$ cat config.mk
export PLATFORM = sky130hd
export DESIGN_NAME = iob_eth_wr_post
export DESIGN_NICKNAME = d
export VERILOG_FILES = /design/src/rtl/iob_eth_wr_post.sv
export SDC_FILE = /design/constraint.sdc
export NUM_CORES = 1
export LEC_CHECK = 0
export CORE_UTILIZATION = 28
export DETAILED_ROUTE_END_ITERATION = 10
export GPL_TIMING_DRIVEN = 0
export PLACE_DENSITY = 0.43
export RECOVER_POWER = 50
export SYNTH_ARGS = -nofsm -noshare
export SYNTH_HDL_FRONTEND = slang
export SYNTH_SLANG_ARGS = --single-unit
export TNS_END_PERCENT = 1
$ cat constraint.sdc
create_clock -name clk -period 4 [get_ports clk]
set_input_delay 0.6 -clock clk [delete_from_list [all_inputs] [get_ports clk]]
set_output_delay 0.6 -clock clk [all_outputs]
set_load 0.005 [all_outputs]
$ cat src/rtl/iob_eth_wr_post.sv
// rtl/iob_eth_wr_post.sv - posted-write buffer between MAC IOb DMA master and system memory
// Writes are acknowledged on FIFO push; reads wait for every older write to drain first.
module iob_eth_wr_post #(
   parameter int ADDR_W = 32,
   parameter int DATA_W = 32,
   parameter int DEPTH  = 4
) (
   input  logic                       clk,
   input  logic                       rst_n,
   input  logic                       s_valid,
   input  logic [ADDR_W-1:0]          s_addr,
   input  logic [DATA_W-1:0]          s_wdata,
   input  logic [DATA_W/8-1:0]        s_wstrb,
   output logic [DATA_W-1:0]          s_rdata,
   output logic                       s_ready,
   output logic                       m_valid,
   output logic [ADDR_W-1:0]          m_addr,
   output logic [DATA_W-1:0]          m_wdata,
   output logic [DATA_W/8-1:0]        m_wstrb,
   input  logic [DATA_W-1:0]          m_rdata,
   input  logic                       m_ready,
   output logic [$clog2(DEPTH+1)-1:0] wr_pend,
   output logic                       idle
);
   localparam int SW = DATA_W/8;
   localparam int PW = $clog2(DEPTH);
   localparam int CW = $clog2(DEPTH+1);
   localparam logic [CW-1:0] FULL_C = CW'(DEPTH);
   localparam logic [CW-1:0] ONE_C  = CW'(1);

   typedef enum logic [1:0] {S_IDLE, S_RD_WAIT, S_RD_DONE} s_state_t;
   typedef enum logic [1:0] {M_IDLE, M_WR, M_RD} m_state_t;

   logic [ADDR_W-1:0] fifo_addr  [DEPTH];
   logic [DATA_W-1:0] fifo_wdata [DEPTH];
   logic [SW-1:0]     fifo_wstrb [DEPTH];

   s_state_t          s_state_q, s_state_d;
   m_state_t          m_state_q, m_state_d;
   logic [PW-1:0]     wr_ptr_q, wr_ptr_d, rd_ptr_q, rd_ptr_d, rd_nxt;
   logic [CW-1:0]     pend_q, pend_d;
   logic [ADDR_W-1:0] rd_addr_q, rd_addr_d;
   logic              s_ready_q, s_ready_d;
   logic [DATA_W-1:0] s_rdata_q, s_rdata_d;
   logic              m_valid_q, m_valid_d;
   logic [ADDR_W-1:0] m_addr_q, m_addr_d;
   logic [DATA_W-1:0] m_wdata_q, m_wdata_d;
   logic [SW-1:0]     m_wstrb_q, m_wstrb_d;
   logic              accept, is_wr, push, pop, m_ack, rd_req;

   always_comb begin
      accept = s_valid & ~s_ready_q & (s_state_q == S_IDLE);
      is_wr  = |s_wstrb;
      push   = accept & is_wr & (pend_q != FULL_C);
      m_ack  = m_valid_q & m_ready;
      pop    = m_ack & (m_state_q == M_WR);
      rd_req = (s_state_q == S_RD_DONE);
      rd_nxt = rd_ptr_q + 1'b1;

      s_state_d = s_state_q;
      m_state_d = m_state_q;
      wr_ptr_d  = push ? wr_ptr_q + 1'b1 : wr_ptr_q;
      rd_ptr_d  = pop ? rd_nxt : rd_ptr_q;
      pend_d    = pend_q + CW'(push) - CW'(pop);
      rd_addr_d = rd_addr_q;
      s_ready_d = push;
      s_rdata_d = s_rdata_q;
      m_valid_d = m_valid_q;
      m_addr_d  = m_addr_q;
      m_wdata_d = m_wdata_q;
      m_wstrb_d = m_wstrb_q;

      case (s_state_q)
         S_IDLE: begin
            if (accept && !is_wr) begin
               rd_addr_d = s_addr;
               s_state_d = S_RD_WAIT;
            end
         end
         S_RD_WAIT: begin
            if (pend_q == '0 && m_state_q == M_IDLE) s_state_d = S_RD_DONE;
         end
         S_RD_DONE: begin
            if (m_state_q == M_RD && m_ack) begin
               s_rdata_d = m_rdata;
               s_ready_d = 1'b1;
               s_state_d = S_IDLE;
            end
         end
         default: s_state_d = S_IDLE;
      endcase

      case (m_state_q)
         M_IDLE: begin
            if (pend_q != '0) begin
               m_state_d = M_WR;
               m_valid_d = 1'b1;
               m_addr_d  = fifo_addr[rd_ptr_q];
               m_wdata_d = fifo_wdata[rd_ptr_q];
               m_wstrb_d = fifo_wstrb[rd_ptr_q];
            end else if (rd_req) begin
               m_state_d = M_RD;
               m_valid_d = 1'b1;
               m_addr_d  = rd_addr_q;
               m_wdata_d = '0;
               m_wstrb_d = '0;
            end
         end
         M_WR: begin
            // Stream the next head without a bubble when more writes are queued.
            if (pop) begin
               if (pend_q != ONE_C) begin
                  m_addr_d  = fifo_addr[rd_nxt];
                  m_wdata_d = fifo_wdata[rd_nxt];
                  m_wstrb_d = fifo_wstrb[rd_nxt];
               end else begin
                  m_valid_d = 1'b0;
                  m_state_d = M_IDLE;
               end
            end
         end
         M_RD: begin
            if (m_ack) begin
               m_valid_d = 1'b0;
               m_state_d = M_IDLE;
            end
         end
         default: m_state_d = M_IDLE;
      endcase
   end

   always_ff @(posedge clk) begin
      if (push) begin
         fifo_addr[wr_ptr_q]  <= s_addr;
         fifo_wdata[wr_ptr_q] <= s_wdata;
         fifo_wstrb[wr_ptr_q] <= s_wstrb;
      end
   end

   always_ff @(posedge clk or negedge rst_n) begin
      if (!rst_n) begin
         s_state_q <= S_IDLE;
         m_state_q <= M_IDLE;
         wr_ptr_q  <= '0;
         rd_ptr_q  <= '0;
         pend_q    <= '0;
         rd_addr_q <= '0;
         s_ready_q <= 1'b0;
         s_rdata_q <= '0;
         m_valid_q <= 1'b0;
         m_addr_q  <= '0;
         m_wdata_q <= '0;
         m_wstrb_q <= '0;
      end else begin
         s_state_q <= s_state_d;
         m_state_q <= m_state_d;
         wr_ptr_q  <= wr_ptr_d;
         rd_ptr_q  <= rd_ptr_d;
         pend_q    <= pend_d;
         rd_addr_q <= rd_addr_d;
         s_ready_q <= s_ready_d;
         s_rdata_q <= s_rdata_d;
         m_valid_q <= m_valid_d;
         m_addr_q  <= m_addr_d;
         m_wdata_q <= m_wdata_d;
         m_wstrb_q <= m_wstrb_d;
      end
   end

   assign s_ready = s_ready_q;
   assign s_rdata = s_rdata_q;
   assign m_valid = m_valid_q;
   assign m_addr  = m_addr_q;
   assign m_wdata = m_wdata_q;
   assign m_wstrb = m_wstrb_q;
   assign wr_pend = pend_q;
   assign idle    = (pend_q == '0) && (s_state_q == S_IDLE) && (m_state_q == M_IDLE);

endmodule
==> flow_metrics.env <==
# flow metrics
export IMPL_status="finished with violations"
export IMPL_violations="max-capacitance violations, max-slew violations"
export IMPL_logic_family="multiplexers"
export IMPL_port_buffers=209
export IMPL_warnings=32
export IMPL_layout_drive_gt1_share=0.2805
export IMPL_hold_violations=0
export IMPL_r2r_cells=4
export IMPL_r2r_setup_slack_ns=0.75
export IMPL_grt_use_total=0.1495
export IMPL_adder_share=0.007360
export IMPL_final_cell_area_mm2=0.02283
export IMPL_crit_cells=5
export IMPL_min_to="s_rdata[13]$_DFFE_PN0P_"
export IMPL_fin_ws_ns=0.5946
export IMPL_power_uw=18380
export IMPL_syn_to_final_growth_pct=26.69
export IMPL_antenna_found_initial=10
export IMPL_avgSynthCellArea_um2=18.93
export IMPL_ys_warn_count=0
export IMPL_tns_ns=0
export IMPL_final_cells=2103
export IMPL_top_layer="met5"
export IMPL_post_cts_setup_buffers=0
export IMPL_seq_area_mm2=0.01180
export IMPL_cts_root_buf="clkbuf_16"
export IMPL_cts_sinks=417
export IMPL_simple_gate_share=0.02333
export IMPL_ant_nets=0
export IMPL_row_count=92
export IMPL_synth_seq_share=0.6546
export IMPL_vias_per_cell=4.859
export IMPL_htree_levels=2
export IMPL_grt_max_degree=100
export IMPL_grt_met1_usage=0.2033
export IMPL_top_area_cell="edfxtp_1"
export IMPL_drv_slew=47
export IMPL_flop_cell="edfxtp_1"
export IMPL_dp_cells=2012
export IMPL_top_power_group="combinational cells"
export IMPL_p_seq_uw=6380
export IMPL_layout_cells_most_common="edfxtp_1"
export IMPL_yosys_stat_chipArea_mm2=0.01802
export IMPL_finalCritPeriodShare=0.8514
export IMPL_path_cells="dlygate4sd3_1, nor4b_1, nor3b_1, and2_4, buf_16"
export IMPL_route_met3_wl_um=2787
export IMPL_fp_nets=1066
export IMPL_flop_count=417
export IMPL_synth_xor_area_share=0.002916
export IMPL_largest_class="flip-flops and latches"
export IMPL_ys_cells=952
export IMPL_reg2reg_to="fifo_addr[3][13]$_DFFE_PP_"
export IMPL_cts_resized=0
export IMPL_crit_buf_inv=2
export IMPL_edf_count=272
export IMPL_worstHoldPathCells=1
export IMPL_grt_pass1_wl_um=72920
export IMPL_p_per_area_mw_per_mm2=805.1
export IMPL_switching_share=0.3324
export IMPL_seq_power_share=0.347
export IMPL_placed_cell_area_mm2=0.02132
export IMPL_first_pass_iters=5
export IMPL_muxShareOfSynthArea=0.2379
export IMPL_max_cap_viol_count=1
export IMPL_pin_count=210
export IMPL_grt_pass1_vias=10860
export IMPL_dp_hpwl_um=30680
export IMPL_crit_type="input port to flip-flop"
export IMPL_seq_share=0.5167
export IMPL_grt_busiest_layer="met2"
export IMPL_reg2reg_from="s_state_q[1]$_DFFE_PN0P_"
export IMPL_clockBufferCount=57
export IMPL_layout_nets=1331
export IMPL_yosysUniqueCellTypes=42
export IMPL_endpoint="fifo_addr[3][13]$_DFFE_PP_"
export IMPL_critical_path_slowest_cell="nor3b_1"
export IMPL_leakagePower_uw=0.008203
export IMPL_comb_area_frac=0.2563
export IMPL_end_kind="flip-flop"
export IMPL_p_comb_uw=7780
==> images/metal_density.png <==
Scale: 1.5 px per um. The die is cut into 26 by 26 equal tiles; dark purple is low, yellow is high, scaled to the fullest tile. Values are wire area over tile area, all layers added.
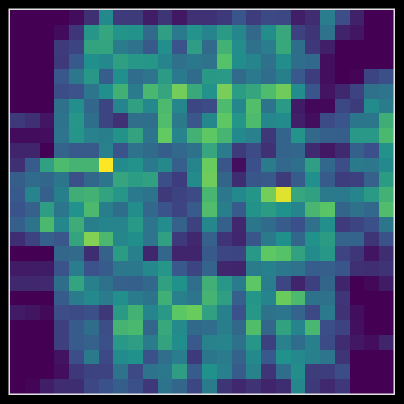
densest ninth of the die: top center
fullest tile: 0.36
tiles over half the peak: 20%
mean over tiles: 0.12
nearly empty tiles: 11%
routed wire length: 48,510 um
vias post-DR: 10,220

==> images/power_grid.png <==
Scale: 2 px per um. Pins as bars on the die edge.
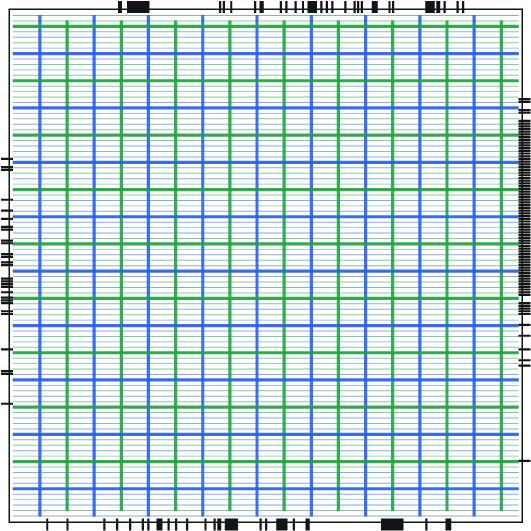
[green] VDD
[blue] VSS
met5 straps: 18
met4 straps: 18
signal pins: 210
Die Wd: 255.7 um
die y size: 255.7 um
peak supply drop: 0.0003306 V
Core Region: 0.06331 mm2

==> images/placement.png <==
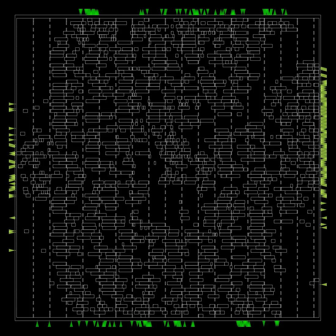
# fillers: 5,979
n_taps: 846

==> images/detail.png <==
Window x 103 to 153, y 154 to 204 um. Cells in gray, sequential cells in the stronger gray; small squares are vias.
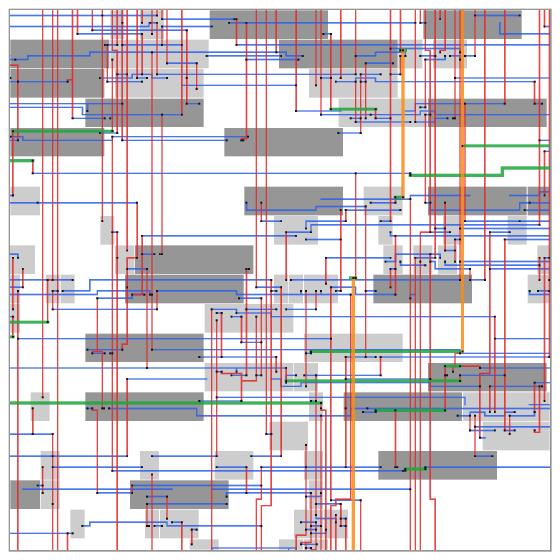
[green] metal 3
[orange] metal 4
[red] metal 2
[blue] metal 1
sequential cells in the window: 20
most frequent: edfxtp_1 (15), clkbuf_1 (8), mux4_2 (7)
netlist names of flops here include: fifo_addr (15), m_addr (2), rd_addr_q (2)
cells with their middle in the window: 66

